**Cell sizes after repair**

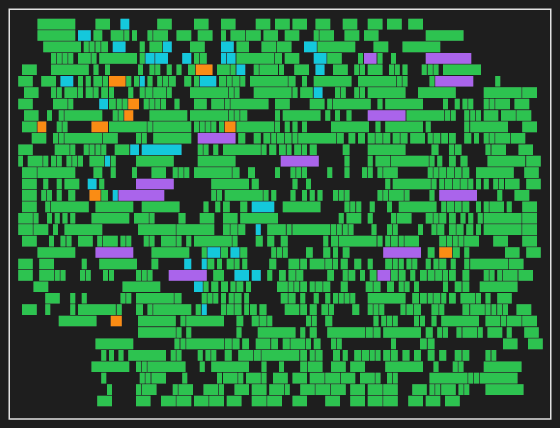
**Signal metal coverage by tile**

Scale bar: 50 um. The die is cut into 26 by 19 equal tiles; dark blue is low, red is high, scaled to the fullest tile. Values are wire area over tile area, all layers added.
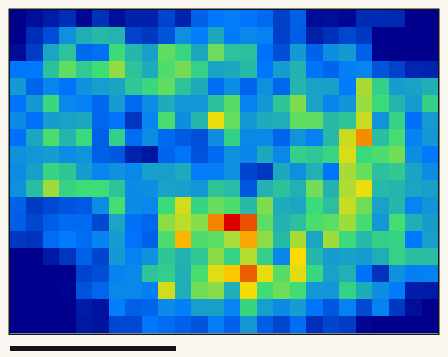
**Placement density heat map**

Scale bar: 50 um. The die is cut into 13 by 10 equal tiles; dark blue is low, red is high, 0 to 100% covered.
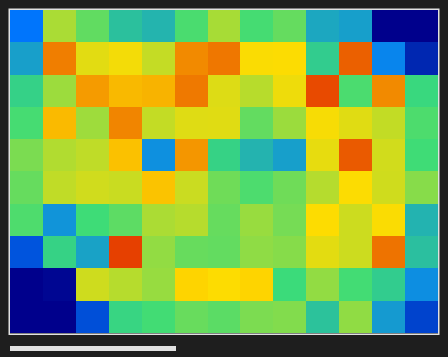
**src/rtl/wb_stage.sv**
```systemverilog
// MEM/WB pipeline register and writeback stage.
// Holds one retiring instruction and waits in WAIT for the load response.
// It extends load data and drives the register file write port combinationally.
module wb_stage #(
    parameter int unsigned XLEN  = 32,
    parameter int unsigned CNT_W = 16
) (
    input  logic             clk,
    input  logic             reset,
    input  logic             m_valid,
    output logic             m_ready,
    input  logic             m_regwrite,
    input  logic [1:0]       m_resultsrc,
    input  logic [2:0]       m_funct3,
    input  logic [4:0]       m_rd,
    input  logic [XLEN-1:0]  m_aluresult,
    input  logic [XLEN-1:0]  m_pcplus4,
    input  logic             dmem_rvalid,
    input  logic [XLEN-1:0]  dmem_rdata,
    output logic             rf_we,
    output logic [4:0]       rf_waddr,
    output logic [XLEN-1:0]  rf_wdata,
    output logic             wb_busy,
    output logic [CNT_W-1:0] wait_cnt
);

    typedef enum logic [0:0] {StIdle, StWait} state_e;

    state_e            state_q, state_d;
    logic              r_valid_q, r_valid_d;
    logic              r_regwrite_q, r_regwrite_d;
    logic [1:0]        r_resultsrc_q, r_resultsrc_d;
    logic [2:0]        r_funct3_q, r_funct3_d;
    logic [4:0]        r_rd_q, r_rd_d;
    logic [XLEN-1:0]   r_alu_q, r_alu_d;
    logic [XLEN-1:0]   r_pc4_q, r_pc4_d;
    logic [CNT_W-1:0]  wait_cnt_q, wait_cnt_d;

    logic              waiting;
    logic              capture;
    logic              commit;
    logic [7:0]        ld_byte;
    logic [15:0]       ld_half;
    logic [XLEN-1:0]   ld_data;
    logic [XLEN-1:0]   result;

    // Handshake, FSM next state, stage register next state and wait counter.
    always_comb begin
        waiting        = (state_q == StWait) && !dmem_rvalid;
        m_ready        = !waiting;
        capture        = m_valid && m_ready;
        // A held non-load retires in its single WB cycle; a held load retires on rvalid.
        commit         = r_valid_q && ((state_q == StIdle) || dmem_rvalid);

        state_d        = StIdle;
        r_valid_d      = r_valid_q;
        r_regwrite_d   = r_regwrite_q;
        r_resultsrc_d  = r_resultsrc_q;
        r_funct3_d     = r_funct3_q;
        r_rd_d         = r_rd_q;
        r_alu_d        = r_alu_q;
        r_pc4_d        = r_pc4_q;
        wait_cnt_d     = wait_cnt_q;

        if (waiting) begin
            state_d = StWait;
            if (wait_cnt_q != {CNT_W{1'b1}}) begin
                wait_cnt_d = wait_cnt_q + CNT_W'(1);
            end
        end else begin
            r_valid_d = capture;
            if (capture) begin
                r_regwrite_d  = m_regwrite;
                r_resultsrc_d = m_resultsrc;
                r_funct3_d    = m_funct3;
                r_rd_d        = m_rd;
                r_alu_d       = m_aluresult;
                r_pc4_d       = m_pcplus4;
                if (m_resultsrc == 2'b01) begin
                    state_d = StWait;
                end
            end
        end
    end

    // State and stage register; reset drops any pending load.
    always_ff @(posedge clk or posedge reset) begin
        if (reset) begin
            state_q       <= StIdle;
            r_valid_q     <= 1'b0;
            r_regwrite_q  <= 1'b0;
            r_resultsrc_q <= 2'b00;
            r_funct3_q    <= 3'b000;
            r_rd_q        <= 5'd0;
            r_alu_q       <= '0;
            r_pc4_q       <= '0;
            wait_cnt_q    <= '0;
        end else begin
            state_q       <= state_d;
            r_valid_q     <= r_valid_d;
            r_regwrite_q  <= r_regwrite_d;
            r_resultsrc_q <= r_resultsrc_d;
            r_funct3_q    <= r_funct3_d;
            r_rd_q        <= r_rd_d;
            r_alu_q       <= r_alu_d;
            r_pc4_q       <= r_pc4_d;
            wait_cnt_q    <= wait_cnt_d;
        end
    end

    // Load lane selection and size/sign extension from the live memory word.
    always_comb begin
        case (r_alu_q[1:0])
            2'd0:    ld_byte = dmem_rdata[7:0];
            2'd1:    ld_byte = dmem_rdata[15:8];
            2'd2:    ld_byte = dmem_rdata[23:16];
            default: ld_byte = dmem_rdata[31:24];
        endcase
        ld_half = r_alu_q[1] ? dmem_rdata[31:16] : dmem_rdata[15:0];
        case (r_funct3_q)
            3'b000:  ld_data = {{(XLEN-8){ld_byte[7]}}, ld_byte};
            3'b001:  ld_data = {{(XLEN-16){ld_half[15]}}, ld_half};
            3'b100:  ld_data = {{(XLEN-8){1'b0}}, ld_byte};
            3'b101:  ld_data = {{(XLEN-16){1'b0}}, ld_half};
            default: ld_data = dmem_rdata;
        endcase
    end

    // Result select and register file write port; x0 is never written.
    always_comb begin
        case (r_resultsrc_q)
            2'b01:   result = ld_data;
            2'b10:   result = r_pc4_q;
            default: result = r_alu_q;
        endcase
        rf_we    = commit && r_regwrite_q && (r_rd_q != 5'd0);
        rf_waddr = r_valid_q ? r_rd_q : 5'd0;
        rf_wdata = r_valid_q ? result : '0;
        wb_busy  = (state_q == StWait);
        wait_cnt = wait_cnt_q;
    end

endmodule
```
**config.mk**
```make
export PLATFORM = sky130hd
export DESIGN_NAME = wb_stage
export DESIGN_NICKNAME = d
export VERILOG_FILES = /design/src/rtl/wb_stage.sv
export SDC_FILE = /design/constraint.sdc
export NUM_CORES = 1
export LEC_CHECK = 0
export ABC_AREA = 1
export CORE_ASPECT_RATIO = 0.75
export CORE_MARGIN = 1.5
export CORE_UTILIZATION = 45
export DETAILED_ROUTE_END_ITERATION = 10
export HOLD_SLACK_MARGIN = 0.06
export PLACE_DENSITY = 0.78
export SETUP_SLACK_MARGIN = 0.5
export SLEW_MARGIN = 20
export SYNTH_ARGS = -nofsm -noshare
export SYNTH_HDL_FRONTEND = slang
export SYNTH_SLANG_ARGS = --single-unit
```
**constraint.sdc**
```tcl
create_clock -name clk -period 8.2 [get_ports clk]
set_input_delay 0.82 -clock clk [delete_from_list [all_inputs] [get_ports clk]]
set_output_delay 0.82 -clock clk [all_outputs]
set_load 0.1 [all_outputs]
```
==> impl_metrics.csv <==
group,metric,value,unit
routing,routed-wl-met3,1420,um
cells_and_area,fin_cells,1072,
worst_setup_path,r2r_slack,6.13,ns
cells_and_area,largest_cell_class,"combinational gates",
routing,antenna_left,0,
worst_setup_path,r2r_end,"wb_busy$_DFF_PP0_",
cells_and_area,ff_count,93,
power,p_per_area,259,nW/um^2
timing,period_needed,4.71,ns
cells_and_area,comb_cells,590,
flow_run,cap_violations,0,
placement,pre_cts_slack,3.80,ns
timing,fmax,0.212,GHz
floorplanning,initial_core_util,46.0,%
clocking,cts_resized,0,
placement,port_buffers,166,
cells_and_area,n_fill_cell,1071,
routing,drt_iter0_drc,519,
worst_setup_path,start_kind,"register",
floorplanning,ioPinCount,167,
min_path,hold_class,"reg -> reg",
routing,via_per_inst,5.20,
synthesis,syn_area_per_cell,6.92,um^2
clocking,clkSlewWorstSetupHoldPaths,0.07,ns
grt,grt-busiest-layer,"met1",
synthesis,edf_count,0,
min_path,holdPathEnd,"r_alu_q[19]$_DFFE_PP0P_",
cells_and_area,drive_gt1_share,6.26,%
worst_setup_path,cp_top_family,"buffers and inverters",
worst_setup_path,end_kind,"output port",
grt,grt_usage,26.9,%
power,clock_power,0.000453,W
worst_setup_path,crit_top_cell,"nand2_2",
flow_run,log.warning_count,27,
worst_setup_path,startpoint,"r_funct3_q[1]$_DFFE_PP0P_",
cells_and_area,inverters,42,
synthesis,ys_cells,769,
outcome,status,"finished, final reports clean",
cells_and_area,combGateArea,2640,um^2
Back to the opening pictures, 'cell sizes after repair':
legend:
  orange:
    size: _3 and _4 cells
    cells: 10
    share: 1.1%
  purple:
    size: _6 and larger
    cells: 13
    share: 1.4%
  green:
    size: _0 and _1 cells
    cells: 853
    share: 94%
  cyan:
    size: _2 cells
    cells: 34
    share: 3.7%

Back to the opening pictures, 'signal metal coverage by tile':
nearly empty tiles: 7.7%
tiles over half the peak: 16%
mean over tiles: 0.22
fullest tile: 0.68
emptiest ninth of the die: lower left

Back to the opening pictures, 'placement density heat map':
mean over tiles: 57%
tiles over 75% full: 15%
fullest tile: 93%
nearly empty tiles: 4.6%
emptiest ninth of the die: lower left

Power is estimated from default activity; no workload was simulated.
